Run 1, floorplan with the power grid:
Bar = 50 µm. Pins as bars on the die edge. Tap cells in grey.
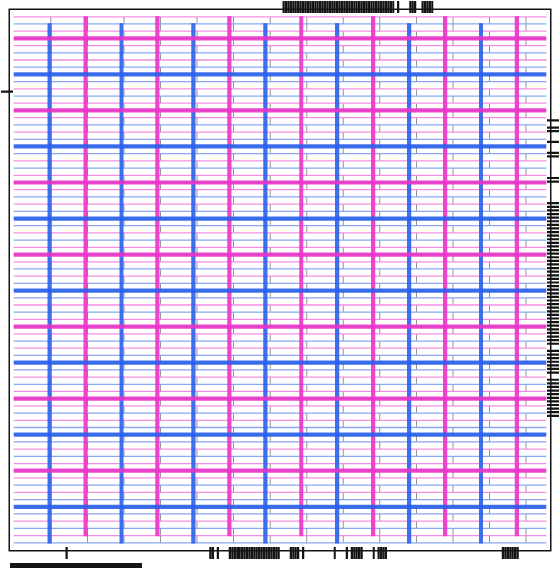
Run 1, cell placement:
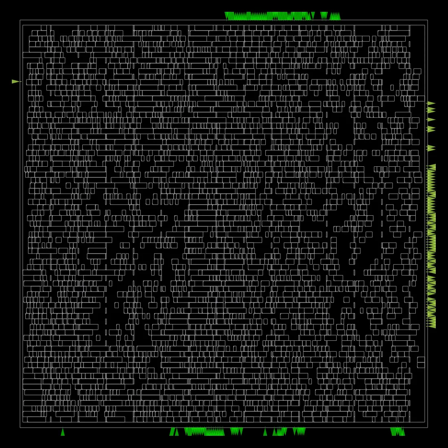
Run 1, cell classes on the final placement:
Fill, decap, tap and diode cells in grey.
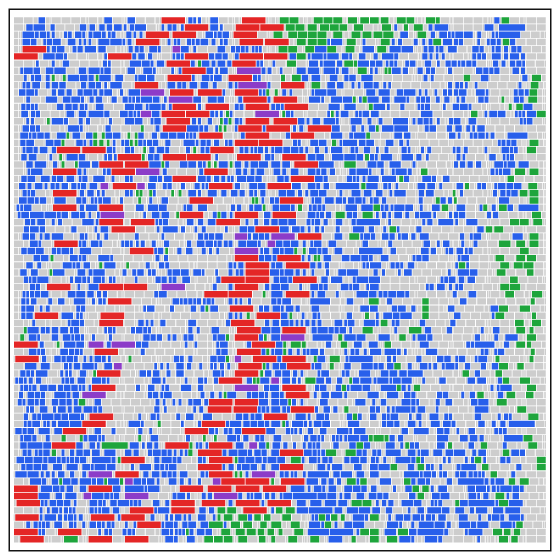
===== config.mk =====
export PLATFORM = sky130hd
export DESIGN_NAME = alu_muldiv
export DESIGN_NICKNAME = d
export VERILOG_FILES = /design/src/rtl/alu_pkg.sv /design/src/rtl/muldiv_unit.sv /design/src/rtl/alu_muldiv.sv
export SDC_FILE = /design/constraint.sdc
export NUM_CORES = 1
export LEC_CHECK = 0
export CAP_MARGIN = 15
export CORE_UTILIZATION = 50
export CTS_CLUSTER_SIZE = 8
export DETAILED_ROUTE_END_ITERATION = 10
export GPL_TIMING_DRIVEN = 0
export PLACE_DENSITY = 0.8
export SLEW_MARGIN = 20
export SYNTH_ARGS = -nofsm -noshare
export SYNTH_HDL_FRONTEND = slang
export SYNTH_HIERARCHICAL = 1
export SYNTH_SLANG_ARGS = --single-unit

===== constraint.sdc =====
create_clock -name clock -period 6.1 [get_ports clock]
set_input_delay 1.22 -clock clock [delete_from_list [all_inputs] [get_ports clock]]
set_output_delay 1.22 -clock clock [all_outputs]
set_load 0.01 [all_outputs]

===== src/rtl/alu_pkg.sv =====
// rtl/alu_pkg.sv - ALU opcode and mul/div FSM types shared by the ALU files
package alu_pkg;

    typedef enum logic [3:0] {
        OP_AND   = 4'b0000,
        OP_OR    = 4'b0001,
        OP_ADD   = 4'b0010,
        OP_NOR   = 4'b0011,
        OP_XOR   = 4'b0100,
        OP_SLTU  = 4'b0101,
        OP_SUB   = 4'b0110,
        OP_SLT   = 4'b0111,
        OP_MULT  = 4'b1000,
        OP_MULTU = 4'b1001,
        OP_DIV   = 4'b1010,
        OP_DIVU  = 4'b1011,
        OP_MFHI  = 4'b1100,
        OP_MFLO  = 4'b1101
    } alu_op_e;

    typedef enum logic [1:0] {
        MD_IDLE,
        MD_RUN,
        MD_FIX
    } md_state_e;

    function automatic logic is_muldiv(input logic [3:0] op);
        return op[3:2] == 2'b10;
    endfunction

endpackage


===== src/rtl/muldiv_unit.sv =====
// rtl/muldiv_unit.sv - iterative shift-add multiplier / restoring divider with HI/LO
module muldiv_unit
    import alu_pkg::*;
#(
    parameter int N = 32
) (
    input  logic         clock,
    input  logic         reset_n,
    input  logic         start,
    input  logic [3:0]   op,
    input  logic [N-1:0] a,
    input  logic [N-1:0] b,
    output logic         busy,
    output logic         done,
    output logic [N-1:0] hi,
    output logic [N-1:0] lo
);

    localparam int CW = $clog2(N);
    localparam logic [CW-1:0] CNT_LAST = CW'(N - 1);

    md_state_e     state_q, state_d;
    logic [CW-1:0] cnt_q, cnt_d;
    logic [N-1:0]  acc_q, acc_d;
    logic [N-1:0]  mq_q, mq_d;
    logic [N-1:0]  dvs_q, dvs_d;
    logic          is_div_q, is_div_d;
    logic          neg_q, neg_d;
    logic          rneg_q, rneg_d;
    logic          div0_q, div0_d;
    logic [N-1:0]  hi_q, hi_d;
    logic [N-1:0]  lo_q, lo_d;
    logic          done_q, done_d;

    logic          signed_op;
    logic [N-1:0]  a_mag, b_mag;
    logic [N:0]    mul_sum;
    logic [N:0]    div_shift;
    logic          div_ge;
    logic [N-1:0]  div_sub;
    logic [2*N-1:0] prod_mag, prod_fix;
    logic [N-1:0]  quot_fix, rem_fix;

    assign signed_op = (op == OP_MULT) || (op == OP_DIV);
    assign a_mag     = (signed_op && a[N-1]) ? -a : a;
    assign b_mag     = (signed_op && b[N-1]) ? -b : b;

    // acc holds the running high product half or the partial remainder; mq holds
    // the multiplier being shifted out or the dividend/quotient shifting through.
    assign mul_sum   = {1'b0, acc_q} + (mq_q[0] ? {1'b0, dvs_q} : {(N+1){1'b0}});
    assign div_shift = {acc_q, mq_q[N-1]};
    assign div_ge    = div_shift >= {1'b0, dvs_q};
    assign div_sub   = div_shift[N-1:0] - dvs_q;

    assign prod_mag  = {acc_q, mq_q};
    assign prod_fix  = neg_q  ? -prod_mag : prod_mag;
    assign quot_fix  = neg_q  ? -mq_q     : mq_q;
    assign rem_fix   = rneg_q ? -acc_q    : acc_q;

    always_comb begin
        state_d  = state_q;
        cnt_d    = cnt_q;
        acc_d    = acc_q;
        mq_d     = mq_q;
        dvs_d    = dvs_q;
        is_div_d = is_div_q;
        neg_d    = neg_q;
        rneg_d   = rneg_q;
        div0_d   = div0_q;
        hi_d     = hi_q;
        lo_d     = lo_q;
        done_d   = 1'b0;
        case (state_q)
            MD_IDLE: begin
                if (start && is_muldiv(op)) begin
                    state_d  = MD_RUN;
                    cnt_d    = CNT_LAST;
                    acc_d    = '0;
                    mq_d     = a_mag;
                    dvs_d    = b_mag;
                    is_div_d = op[1];
                    neg_d    = signed_op && (a[N-1] ^ b[N-1]);
                    rneg_d   = signed_op && a[N-1];
                    div0_d   = (b == '0);
                end
            end
            MD_RUN: begin
                cnt_d = cnt_q - CW'(1);
                if (is_div_q) begin
                    acc_d = div_ge ? div_sub : div_shift[N-1:0];
                    mq_d  = {mq_q[N-2:0], div_ge};
                end else begin
                    acc_d = mul_sum[N:1];
                    mq_d  = {mul_sum[0], mq_q[N-1:1]};
                end
                if (cnt_q == '0) begin
                    state_d = MD_FIX;
                end
            end
            MD_FIX: begin
                state_d = MD_IDLE;
                done_d  = 1'b1;
                if (is_div_q) begin
                    // A zero divisor leaves |a| in the remainder; sign fix restores a.
                    lo_d = div0_q ? '1 : quot_fix;
                    hi_d = rem_fix;
                end else begin
                    {hi_d, lo_d} = prod_fix;
                end
            end
            default: state_d = MD_IDLE;
        endcase
    end

    always_ff @(posedge clock or negedge reset_n) begin
        if (!reset_n) begin
            state_q  <= MD_IDLE;
            cnt_q    <= '0;
            acc_q    <= '0;
            mq_q     <= '0;
            dvs_q    <= '0;
            is_div_q <= 1'b0;
            neg_q    <= 1'b0;
            rneg_q   <= 1'b0;
            div0_q   <= 1'b0;
            hi_q     <= '0;
            lo_q     <= '0;
            done_q   <= 1'b0;
        end else begin
            state_q  <= state_d;
            cnt_q    <= cnt_d;
            acc_q    <= acc_d;
            mq_q     <= mq_d;
            dvs_q    <= dvs_d;
            is_div_q <= is_div_d;
            neg_q    <= neg_d;
            rneg_q   <= rneg_d;
            div0_q   <= div0_d;
            hi_q     <= hi_d;
            lo_q     <= lo_d;
            done_q   <= done_d;
        end
    end

    assign busy = (state_q != MD_IDLE);
    assign done = done_q;
    assign hi   = hi_q;
    assign lo   = lo_q;

endmodule


===== src/rtl/alu_muldiv.sv =====
// rtl/alu_muldiv.sv - MIPS-style combinational ALU with attached mul/div unit and HI/LO
module alu_muldiv
    import alu_pkg::*;
#(
    parameter int N = 32
) (
    input  logic         clock,
    input  logic         reset_n,
    input  logic [N-1:0] a,
    input  logic [N-1:0] b,
    input  logic [3:0]   alucontrol,
    input  logic         start,
    output logic [N-1:0] result,
    output logic         zero,
    output logic         overflow,
    output logic         busy,
    output logic         done,
    output logic [N-1:0] hi,
    output logic [N-1:0] lo
);

    logic [N-1:0] sum;
    logic [N-1:0] diff;
    logic         lt_s;
    logic         lt_u;

    assign sum  = a + b;
    assign diff = a - b;
    assign lt_s = $signed(a) < $signed(b);
    assign lt_u = a < b;

    muldiv_unit #(.N(N)) u_muldiv (
        .clock   (clock),
        .reset_n (reset_n),
        .start   (start),
        .op      (alucontrol),
        .a       (a),
        .b       (b),
        .busy    (busy),
        .done    (done),
        .hi      (hi),
        .lo      (lo)
    );

    always_comb begin
        result = '0;
        case (alucontrol)
            OP_AND:  result = a & b;
            OP_OR:   result = a | b;
            OP_ADD:  result = sum;
            OP_NOR:  result = ~(a | b);
            OP_XOR:  result = a ^ b;
            OP_SLTU: result = {{(N-1){1'b0}}, lt_u};
            OP_SUB:  result = diff;
            OP_SLT:  result = {{(N-1){1'b0}}, lt_s};
            OP_MFHI: result = hi;
            OP_MFLO: result = lo;
            default: result = '0;
        endcase
    end

    assign zero = (result == '0);

    // Signed overflow: operands effectively of equal sign, result sign differs from a.
    always_comb begin
        overflow = 1'b0;
        if (alucontrol == OP_ADD) begin
            overflow = (a[N-1] == b[N-1]) && (sum[N-1] != a[N-1]);
        end else if (alucontrol == OP_SUB) begin
            overflow = (a[N-1] != b[N-1]) && (diff[N-1] != a[N-1]);
        end
    end

endmodule

==> summary.txt, run 1 <==
fresh numbers from the pnr run: status complete, but fails checks, failing checks negative setup slack, Critical R2R Capture u_muldiv/hi[28]$_DFFE_PN0P_, crit path to zero, max cap viols 0, largest net degree at the start of global routing between 90 and 100, final setup margin -410.6 ps, Area growth syn-to-layout 18.14%, Non-CTS buffers about 360, Critical Path End Type output pin, comb pwr 7190 µW, # Cells Yosys 2721, Placed Cells between 3000 and 4000, Worst R2R Path Depth 11, via count between 20000 and 25000, mapped cell area roughly 20000 µm², NonClk Buf Share between 10 and 15%, slew margin rel. between 20% and 30%, fmax about 150 MHz, # clk buffers 18, I/O Buffers approximately 170, Synth Area in Adders 10.71%, Basic Gates by Area a little over a fifth, n_diodes 1, Leading cell kind logic gates, final setup vio count 1, crit-path cells clkdlybuf4s15_2 -> inv_1 -> ha_1 -> clkbuf_2 -> a21o_1 -> a31oi_2 -> o21ai_0 -> a211oi_2 -> buf_4 -> o31ai_2 -> a221o_1 -> and2_1 -> o32ai_4 -> nand3_2 -> nor4_4 -> nor4b_2 -> buf_2, Root Driver clkbuf_16, CTS H-tree lvls 4, flop share of the area roughly 18%, met3 wire len 8870 µm, Core Util at FP 51.03%, clk slew on worst S/H paths roughly 70 ps, yosys stat area slightly above 20000 µm², hold endpoint u_muldiv/dvs_q[26]$_DFFE_PN0P_, Synth flops ~170, multi-input logic area about 15000 µm², FF/Latch Area roughly 4300 µm², logic share of the area between 60% and 70%, met1 usage 53.27%, Hold-fix buffers, CTS 0, vias in the first global route 22270, Distinct cells, synth about 100, leak pwr between 0.01 and 0.015 µW, DRT Wirelength 93080 µm, critical hold path startpoint u_muldiv/dvs_q[26]$_DFFE_PN0P_, Initial DRT Pass Iterations 6, gr busiest metal met2, most common cell in the netlist nor2_1, CTS max path bufs 2, power density cells 427.8 nW/µm², leading area contributor after synthesis dfrtp_1, Design Power 10290 µW, GR Util met2 a little under three quarters, # clock sinks 172, Post-synth top flop dfrtp_1, HPWL after DPL about 75000 µm, peak supply drop 470.1 µV, Routed Antenna Nets 0, critical path data arrival time roughly 5300 ps, initial antenna violation count 1, highest metal used met4, All-Layer GR Usage approximately 44%, top cells by count nor2_1, a21oi_1, nand2_1, XOR/XNOR Area Share under 10%, switching part of the total a little over half, RSZ-0062 raised after global routing yes, most frequent logic cell in the layout nor2_1, DIE AREA 41550 µm², CP max stage delay about 380 ps, most common logic cells in the final layout nor2_1, nand2_1, a21oi_1, P_sw roughly 5500 µW, GPL Wtd Cong between 1 and 1.5, startpoint types primary input, 1st-iter DRT viols about 2900, Main logic family AND-OR/OR-AND gates, pre-CTS setup slack -2161 ps, DP Area around 23000 µm², hold crit path type reg -> reg, DIE WIDTH 203.8 µm, clk pwr 1110 µW, Final Instance Area 24060 µm², Clk Latency, worst-skew pair 460 ps, Pint 4832 µW, M3 GR Usage between 6 and 7%, first-pass GRT wire length roughly 140000 µm, Synth async-reset ratio 100.0%, Final min period between 6000 and 7000 ps, sequential element share of the synthesized area 21.13%, comb_multi_in between 2000 and 2500, Hold Violations, Final 0
## Picture notes: 'floorplan with the power grid'
[VDD] magenta
[VSS] blue
signal pins: 171
tap cells: 525
met4 straps: 14
rows: 73

## Picture notes: 'cell placement'
final core utilization: 60.29%
flip-flops: 172
core box area: 39910 µm²
Non-Filler Instances: 3472

## Picture notes: 'cell classes on the final placement'
[clock drivers and dummy loads] purple | cells: 32 | share of their area: 2.5%
[other buffers and delay cells] green | cells: 361 | share of their area: 11%
[all other logic] blue | cells: 2381 | share of their area: 68%
[flops] red | cells: 172 | share of their area: 18%

Run 1, wiring heat map:
The die is cut into 20 by 20 equal tiles; dark blue is low, red is high, scaled to the fullest tile. Values are wire area over tile area, all layers added.
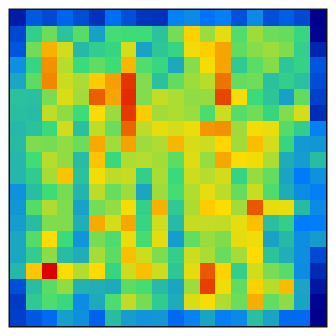

==> run 2, diff against run 1 <==
--- a/config.mk
+++ b/config.mk
@@ -9,8 +9,9 @@
 export CORE_UTILIZATION = 50
 export CTS_CLUSTER_SIZE = 8
 export DETAILED_ROUTE_END_ITERATION = 10
+export DONT_BUFFER_PORTS = 1
 export GPL_TIMING_DRIVEN = 0
-export PLACE_DENSITY = 0.8
+export PLACE_DENSITY = 0.75
 export SLEW_MARGIN = 20
 export SYNTH_ARGS = -nofsm -noshare
 export SYNTH_HDL_FRONTEND = slang
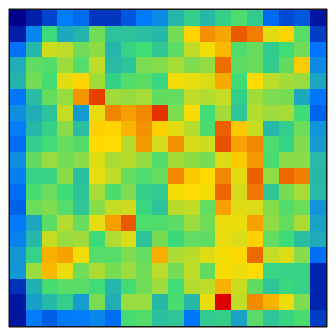
Run 2: wiring heat map
The die is cut into 20 by 20 equal tiles; dark blue is low, red is high, scaled to the fullest tile. Values are wire area over tile area, all layers added.
mean over tiles: 0.39
fullest tile: 0.70
tiles over half the peak: 66%
nearly empty tiles: 0.30%

==> summary.txt, run 2 <==
fresh numbers from the pnr run: RSZ-0062 raised after global routing yes (unchanged), switching part of the total 53.57% (was 53.06%), met2 WL 42520 µm (was 42410 µm), most common logic cells in the final layout nor2_1, nand2_1, a21oi_1 (unchanged), via count 22610 (was 23400), Core Util at FP 51.03% (unchanged), DIE AREA 41550 µm² (unchanged), failing checks negative setup slack (unchanged), met1 usage 53.70% (was 53.27%), Distinct cells, synth 102 (unchanged), Pint 4680 µW (was 4832 µW), XOR/XNOR Area Share 8.342% (unchanged), leading area contributor after synthesis dfrtp_1 (unchanged), HPWL after DPL 74460 µm (was 74720 µm), crit-path cells buf_2 -> and4b_1 -> clkbuf_1 -> clkbuf_1 -> clkbuf_1 -> a221oi_1 -> o311ai_0 -> a221oi_1 -> o22ai_1 -> nor3_1 -> nand4_1 -> nor4_4 -> nor4b_4 (was clkdlybuf4s15_2 -> inv_1 -> ha_1 -> clkbuf_2 -> a21o_1 -> a31oi_2 -> o21ai_0 -> a211oi_2 -> buf_4 -> o31ai_2 -> a221o_1 -> and2_1 -> o32ai_4 -> nand3_2 -> nor4_4 -> nor4b_2 -> buf_2), # clock sinks 172 (unchanged), CP max stage delay 640 ps (was 380 ps), Basic Gates by Area 21.24% (unchanged), core box area 39910 µm² (unchanged), final setup vio count 1 (unchanged), Non-CTS buffers 174 (was 361), Critical R2R Capture u_muldiv/hi[28]$_DFFE_PN0P_ (unchanged), hold crit path type in -> async (was reg -> reg), met3 wire len 8686 µm (was 8870 µm), CTS max path bufs 2 (unchanged), peak supply drop 458.0 µV (was 470.1 µV), # Cells Yosys 2721 (unchanged), status complete, but fails checks (unchanged), Synth Area per Inst 7.486 µm² (unchanged), DRC Markers 0 (unchanged), Main logic family AND-OR/OR-AND gates (unchanged), CTS H-tree lvls 4 (unchanged), Worst R2R Path Depth 11 (unchanged), Placed Cells 3246 (was 3417), yosys stat area 20370 µm² (unchanged), M3 GR Usage 7.589% (was 6.505%), flop share of the area 19.57% (was 17.89%), slew margin rel. 20.14% (was 24.74%), Critical Path End Type output pin (unchanged), clk slew on worst S/H paths 70 ps (about the same), DIE WIDTH 203.8 µm (unchanged), multi-input logic area 15050 µm² (was 15260 µm²), comb_multi_in 2226 (unchanged), Initial DRT Pass Iterations 8 (was 6), critical path data arrival time 5090 ps (was 5290 ps), comb pwr 6910 µW (was 7190 µW), Routed Antenna Nets 0 (unchanged), largest net degree at the start of global routing 173 (was 94), Root Driver clkbuf_16 (unchanged), most common cell in the netlist nor2_1 (unchanged), Area growth syn-to-layout 7.998% (was 18.14%), GR Util met2 72.16% (was 71.33%), Synth async-reset ratio 100.0% (unchanged), max cap viols 0 (unchanged), Synth flops 172 (unchanged), I/O Buffers 0 (was 170), crit path to zero (unchanged), Tap Count 525 (unchanged), mapped cell area 20370 µm² (unchanged), All-Layer GR Usage 44.29% (was 44.00%), flip-flops 172 (unchanged), Leading cell kind logic gates (unchanged), Synth Area in Adders 10.71% (unchanged), P_sw 5400 µW (was 5461 µW), I/O pin total 171 (unchanged), # clk buffers 18 (unchanged), Worst path depth 13 (was 17), final setup margin -209.3 ps (was -410.6 ps), Design Power 10080 µW (was 10290 µW), top cells by count nor2_1, a21oi_1, nand2_1 (unchanged), n_diodes 0 (was 1), NonClk Buf Share 3.640% (was 11.05%), logic share of the area 68.43% (was 63.43%), GPL Wtd Cong 1.019 (was 1.035), clk pwr 1160 µW (was 1110 µW), worst r2r src u_muldiv/mq_q[0]$_DFFE_PN0P_ (unchanged), Final Instance Area 22000 µm² (was 24060 µm²), sequential element share of the synthesized area 21.13% (unchanged), Post-synth EDFFs 0 (unchanged), Hold-fix buffers, CTS 0 (unchanged), vias in the first global route 21680 (was 22270), power density cells 458.3 nW/µm² (was 427.8 nW/µm²), gr busiest metal met2 (unchanged), fmax 158.5 MHz (was 153.6 MHz), Non-Filler Instances 3284 (was 3472), 1st-iter DRT viols 2501 (was 2894), most frequent logic cell in the layout nor2_1 (unchanged), Post-synth top flop dfrtp_1 (unchanged), FF/Latch Area 4304 µm² (unchanged), Final min period 6309 ps (was 6511 ps), startpoint types primary input (unchanged), Clk Latency, worst-skew pair 470 ps (was 460 ps), highest metal used met5 (was met4), DP Area 21030 µm² (was 22760 µm²), final core utilization 55.11% (was 60.29%), leak pwr 0.009199 µW (was 0.01011 µW), CP top delay family AND-OR/OR-AND gates (unchanged), Hold Violations, Final 0 (unchanged)
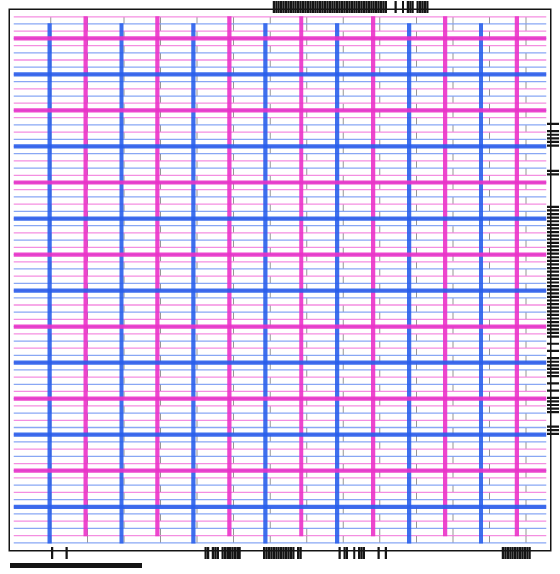
Run 2: floorplan with the power grid
Bar = 50 µm. Pins as bars on the die edge. Tap cells in grey.
[VSS] blue
[VDD] magenta
signal pins: 171
met5 straps: 14
met4 straps: 14
met1 rails: 74

No activity file was given, so power comes from the tool's default toggle rates.
